**config.mk**
```make
export PLATFORM = sky130hd
export DESIGN_NAME = voice_allocator
export DESIGN_NICKNAME = d
export VERILOG_FILES = /design/src/rtl/voice_allocator.sv
export SDC_FILE = /design/constraint.sdc
export NUM_CORES = 1
export LEC_CHECK = 0
export CELL_PAD_IN_SITES_DETAIL_PLACEMENT = 1
export CELL_PAD_IN_SITES_GLOBAL_PLACEMENT = 2
export CORE_ASPECT_RATIO = 2
export CORE_UTILIZATION = 39
export DETAILED_ROUTE_END_ITERATION = 8
export HOLD_SLACK_MARGIN = 0.1
export MAX_ROUTING_LAYER = met4
export PLACE_DENSITY = 0.79
export RECOVER_POWER = 100
export SETUP_SLACK_MARGIN = 0.1
export SLEW_MARGIN = 20
export SYNTH_ARGS = -nofsm -noshare
export SYNTH_HDL_FRONTEND = slang
export SYNTH_SLANG_ARGS = --single-unit
export TNS_END_PERCENT = 50
```
**constraint.sdc**
```tcl
create_clock -name clk -period 4.3 [get_ports clk]
set_input_delay 0.43 -clock clk [delete_from_list [all_inputs] [get_ports clk]]
set_output_delay 0.43 -clock clk [all_outputs]
set_load 0.02 [all_outputs]
```
**src/rtl/voice_allocator.sv**
```systemverilog
// Voice allocator: keeps a table of NBANKS held MIDI notes and streams one slot per
// sample-enable cycle to a time-multiplexed phase bank.
module voice_allocator #(
  parameter int NBANKS = 10
) (
  input  logic       clk,
  input  logic       rst,
  input  logic       clk_en,
  input  logic       i_ev_valid,
  input  logic       i_ev_on,
  input  logic [6:0] i_ev_note,
  input  logic       i_panic,
  output logic       o_ev_ready,
  output logic [6:0] o_midi,
  output logic [3:0] o_slot,
  output logic       o_frame_start,
  output logic [3:0] o_active,
  output logic       o_overflow
);

  typedef enum logic {
    S_IDLE   = 1'b0,
    S_UPDATE = 1'b1
  } state_t;

  state_t      state_q, state_d;
  logic [6:0]  table_q [NBANKS];
  logic [6:0]  table_d [NBANKS];
  logic [3:0]  cnt_q, cnt_d;
  logic        ev_on_q;
  logic [6:0]  ev_note_q;
  logic [6:0]  midi_q;
  logic [3:0]  slot_q;
  logic        frame_q;
  logic [3:0]  active_q, active_d;
  logic        overflow_d;

  logic [NBANKS-1:0] free_vec;
  logic [NBANKS-1:0] match_vec;
  logic [NBANKS-1:0] lowest_free;
  logic              accept;

  genvar gi;
  generate
    for (gi = 0; gi < NBANKS; gi++) begin : g_scan
      assign free_vec[gi]  = (table_q[gi] == 7'd0);
      assign match_vec[gi] = (table_q[gi] == ev_note_q);
    end
  endgenerate

  // One-hot of the lowest-index free entry (isolate least significant set bit).
  assign lowest_free = free_vec & ~(free_vec - NBANKS'(1));

  assign o_ev_ready = (state_q == S_IDLE) && !rst;
  assign accept     = i_ev_valid && o_ev_ready && clk_en;
  assign cnt_d      = (cnt_q == 4'(NBANKS - 1)) ? 4'd0 : cnt_q + 4'd1;

  always_comb begin
    state_d    = state_q;
    overflow_d = 1'b0;
    for (int i = 0; i < NBANKS; i++) begin
      table_d[i] = table_q[i];
    end
    if (clk_en && !rst) begin
      if (i_panic) begin
        state_d = S_IDLE;
        for (int i = 0; i < NBANKS; i++) begin
          table_d[i] = 7'd0;
        end
      end else begin
        case (state_q)
          S_IDLE: begin
            if (i_ev_valid) state_d = S_UPDATE;
          end
          S_UPDATE: begin
            state_d = S_IDLE;
            // Note 0 is the silent marker, so such events are consumed with no effect.
            if (ev_note_q != 7'd0) begin
              if (ev_on_q) begin
                if (match_vec == '0) begin
                  if (free_vec == '0) begin
                    overflow_d = 1'b1;
                  end else begin
                    for (int i = 0; i < NBANKS; i++) begin
                      if (lowest_free[i]) table_d[i] = ev_note_q;
                    end
                  end
                end
              end else begin
                for (int i = 0; i < NBANKS; i++) begin
                  if (match_vec[i]) table_d[i] = 7'd0;
                end
              end
            end
          end
          default: state_d = S_IDLE;
        endcase
      end
    end
  end

  always_comb begin
    active_d = 4'd0;
    for (int i = 0; i < NBANKS; i++) begin
      active_d = active_d + 4'(table_q[i] != 7'd0);
    end
  end

  always_ff @(posedge clk) begin
    if (rst) begin
      state_q   <= S_IDLE;
      cnt_q     <= 4'd0;
      ev_on_q   <= 1'b0;
      ev_note_q <= 7'd0;
      midi_q    <= 7'd0;
      slot_q    <= 4'd0;
      frame_q   <= 1'b1;
      active_q  <= 4'd0;
      for (int i = 0; i < NBANKS; i++) begin
        table_q[i] <= 7'd0;
      end
    end else begin
      state_q <= state_d;
      for (int i = 0; i < NBANKS; i++) begin
        table_q[i] <= table_d[i];
      end
      if (accept && !i_panic) begin
        ev_on_q   <= i_ev_on;
        ev_note_q <= i_ev_note;
      end
      // Reading table_q here returns the pre-write value when a write hits the same slot.
      if (clk_en) begin
        cnt_q    <= cnt_d;
        midi_q   <= table_q[cnt_q];
        slot_q   <= cnt_q;
        frame_q  <= (cnt_q == 4'd0);
        active_q <= active_d;
      end
    end
  end

  assign o_midi        = midi_q;
  assign o_slot        = slot_q;
  assign o_frame_start = frame_q;
  assign o_active      = active_q;
  assign o_overflow    = overflow_d;

endmodule

```
==> results.py <==
# Metrics from the implementation run
metrics = {
    "run_status": {
        "status": "finished, final reports clean",
    },
    "place": {
        "post-place-ws_ps": 407.8,
        "gp_congestion": 0.9646,
        "placed_area_sq_um": 6225,
    },
    "clock_network": {
        "htree_levels": 3,
        "postCtsSetupBuffers": 0,
        "cts_tree": "done",
        "worstSkewPairLatency_ps": 350,
        "cts_resized": 0,
        "clkTransAtPathRegs_ps": 70,
        "cts_buffers": 9,
        "cts_root_buf": "clkbuf_16",
    },
    "grt": {
        "grt_pass1_wl_mm": 31.20,
        "gr-total-overflow": 0,
        "antenna_found_initial": 0,
        "grtUsageMet3_pct": 3.857,
        "grtUsageMet2_pct": 49.84,
        "grt_use_total_pct": 29.22,
        "grt_max_degree": 56,
        "grt_pass1_vias": 5276,
    },
    "sta": {
        "tightestPinTransition_ps": 1398,
        "finalHoldViolCount": 0,
        "setup_violations": 0,
        "timing.final.ws_setup_ps": 332.9,
        "min_period_ps": 3967,
        "finalMaxSlewViolations": 0,
        "hold_ws_ps": 481.7,
        "clock.fmax_mhz": 252.1,
        "tns_ps": 0,
        "period_used_pct": 92.26,
        "maxSlewHeadroom_pct": 6.819,
    },
    "hold_path": {
        "hp-start": "o_slot[0]",
        "hold_depth": 2,
        "min_to": "o_slot[0]",
        "hold_class": "reg -> reg",
    },
    "cells_and_area": {
        "final-comb-area_sq_um": 3457,
        "largest_cell_class": "multi-input combinational cells",
        "nNonClkBuffers": 50,
        "final_core_util_pct": 44.80,
        "inv_count": 13,
        "buf_share_pct": 6.812,
        "clock_cell_area_share_pct": 4.087,
        "fill_cells": 1663,
        "lay_top_count": "dfxtp_1",
        "comb_share_pct": 53.78,
        "clkbuf_count": 13,
        "sh_seq_area_pct": 30.83,
        "drive_above_1_share_pct": 9.486,
        "syn2layout_area_growth_pct": 11.96,
    },
    "drt": {
        "wl_per_cell_um": 24.77,
        "drtIter0Drc": 266,
        "top_layer": "met4",
        "vias": 4860,
        "viasPerCell": 5.971,
        "wl_met3_um": 726,
        "postRouteWirelength_mm": 20.16,
        "route.met2.wl_mm": 10.65,
    },
    "synthesis": {
        "syn_inst": 598,
        "async_flop_share_pct": 0,
        "synth_top_area_share_pct": 34.52,
        "mux_share_pct": 12.46,
        "adder_share_pct": 2.397,
        "yosysUniqueCellTypes": 57,
        "synth-warning-count": 0,
        "simple_gate_area_share_pct": 20.42,
        "ys_chip_area_sq_um": 5742,
        "synth.most_common_cell": "dfxtp_1",
        "synth_top_cell_by_area": "dfxtp_1",
        "synthAoiAreaFrac_pct": 14.53,
        "synth-xor-area-share_pct": 11.29,
        "yosysCellCount": 598,
    },
    "power": {
        "pwr-share-comb_pct": 10.7,
        "power_density_nw_per_um2": 295.6,
        "peakVddDrop_v": 0.0001784,
        "p_int_w": 0.001413,
        "seqPwrFrac_pct": 49.8,
        "power_w": 0.001901,
    },
    "die": {
        "chip_area_sq_um": 15240,
        "tapCellCount": 192,
        "chipWidth_um": 87.80,
        "ios": 31,
    },
    "critical_path": {
        "end_kind": "output pin",
        "required_ps": 3870,
        "cpPeakStageDelay_ps": 1010,
        "regToRegStartpoint": "table_q[9][2]",
        "cp_slowest_cell": "dfxtp_1",
        "path_cells": "xor2_1 -> nor4_1 -> nand4_1 -> and4_1 -> nand3_1 -> nor3_1 -> dlygate4sd3_1",
        "critPathCapture": "o_overflow",
    },
    "run": {
        "warnings": 26,
        "drv_cap": 0,
    },
}
==> power groups by stage <==
stage | Sequential, W | Clock, W | Combinational [W]
CTS | 0.000946 | 0.000767 | 0.000212
floorplan | 0.000951 | 0 | 0.000156
global placement | 0.000967 | 0 | 0.000206
detailed placement | 0.000967 | 0 | 0.000210
global route | 0.000947 | 0.000798 | 0.000218
finish | 0.000946 | 0.000752 | 0.000203
==> worst max-delay path: cells and delay by family (launching register included) <==
family,cells,cell delay [ps]
AND/OR/NAND/NOR,5,1350
flip-flops,1,1010
XOR/XNOR,1,150
buffers and inverters,1,660
==> sequential cells by signal, summed over array words and instances (netlist names) <==
register / cells
cnt_q: 4
ev_note_q: 7
ev_on_q: 1
o_active: 4
o_frame_start: 1
o_midi: 7
o_slot: 4
state_q: 1
table_q: 70
### Clock wiring as the flow saved it

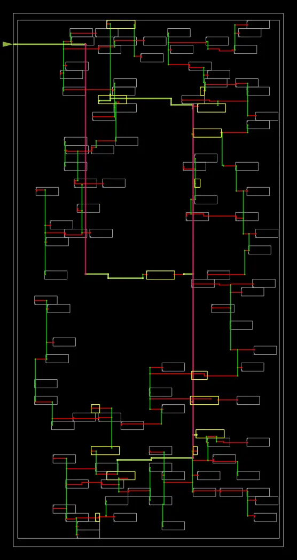
seq_cells: 99
CTS sink cnt: 99

### Signal wires by layer

Scale: 4 px per um. Only two layers are drawn.
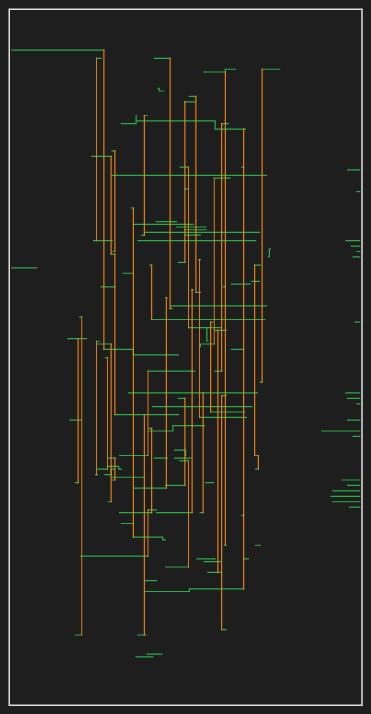
metal 4: shown in orange, wire length 1,690 um. metal 3: shown in green, wire length 727 um.

### Zoomed window

Region (56, 120) to (76, 140) um. Cells in gray, sequential cells in the stronger gray; small squares are vias.
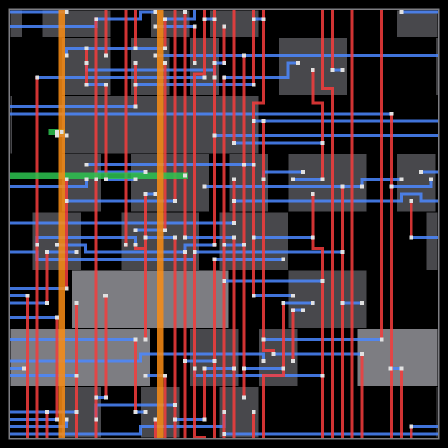
metal 2: shown in red. metal 1: shown in blue. metal 4: shown in orange. metal 3: shown in green.
22 logic cells have their middle in the window. Most frequent: a21oi_1 (5), mux2i_1 (4). Netlist names of flops here include table_q (2), o_midi (1). Sequential cells in the window: 3.

No activity file was given, so power comes from the tool's default toggle rates.
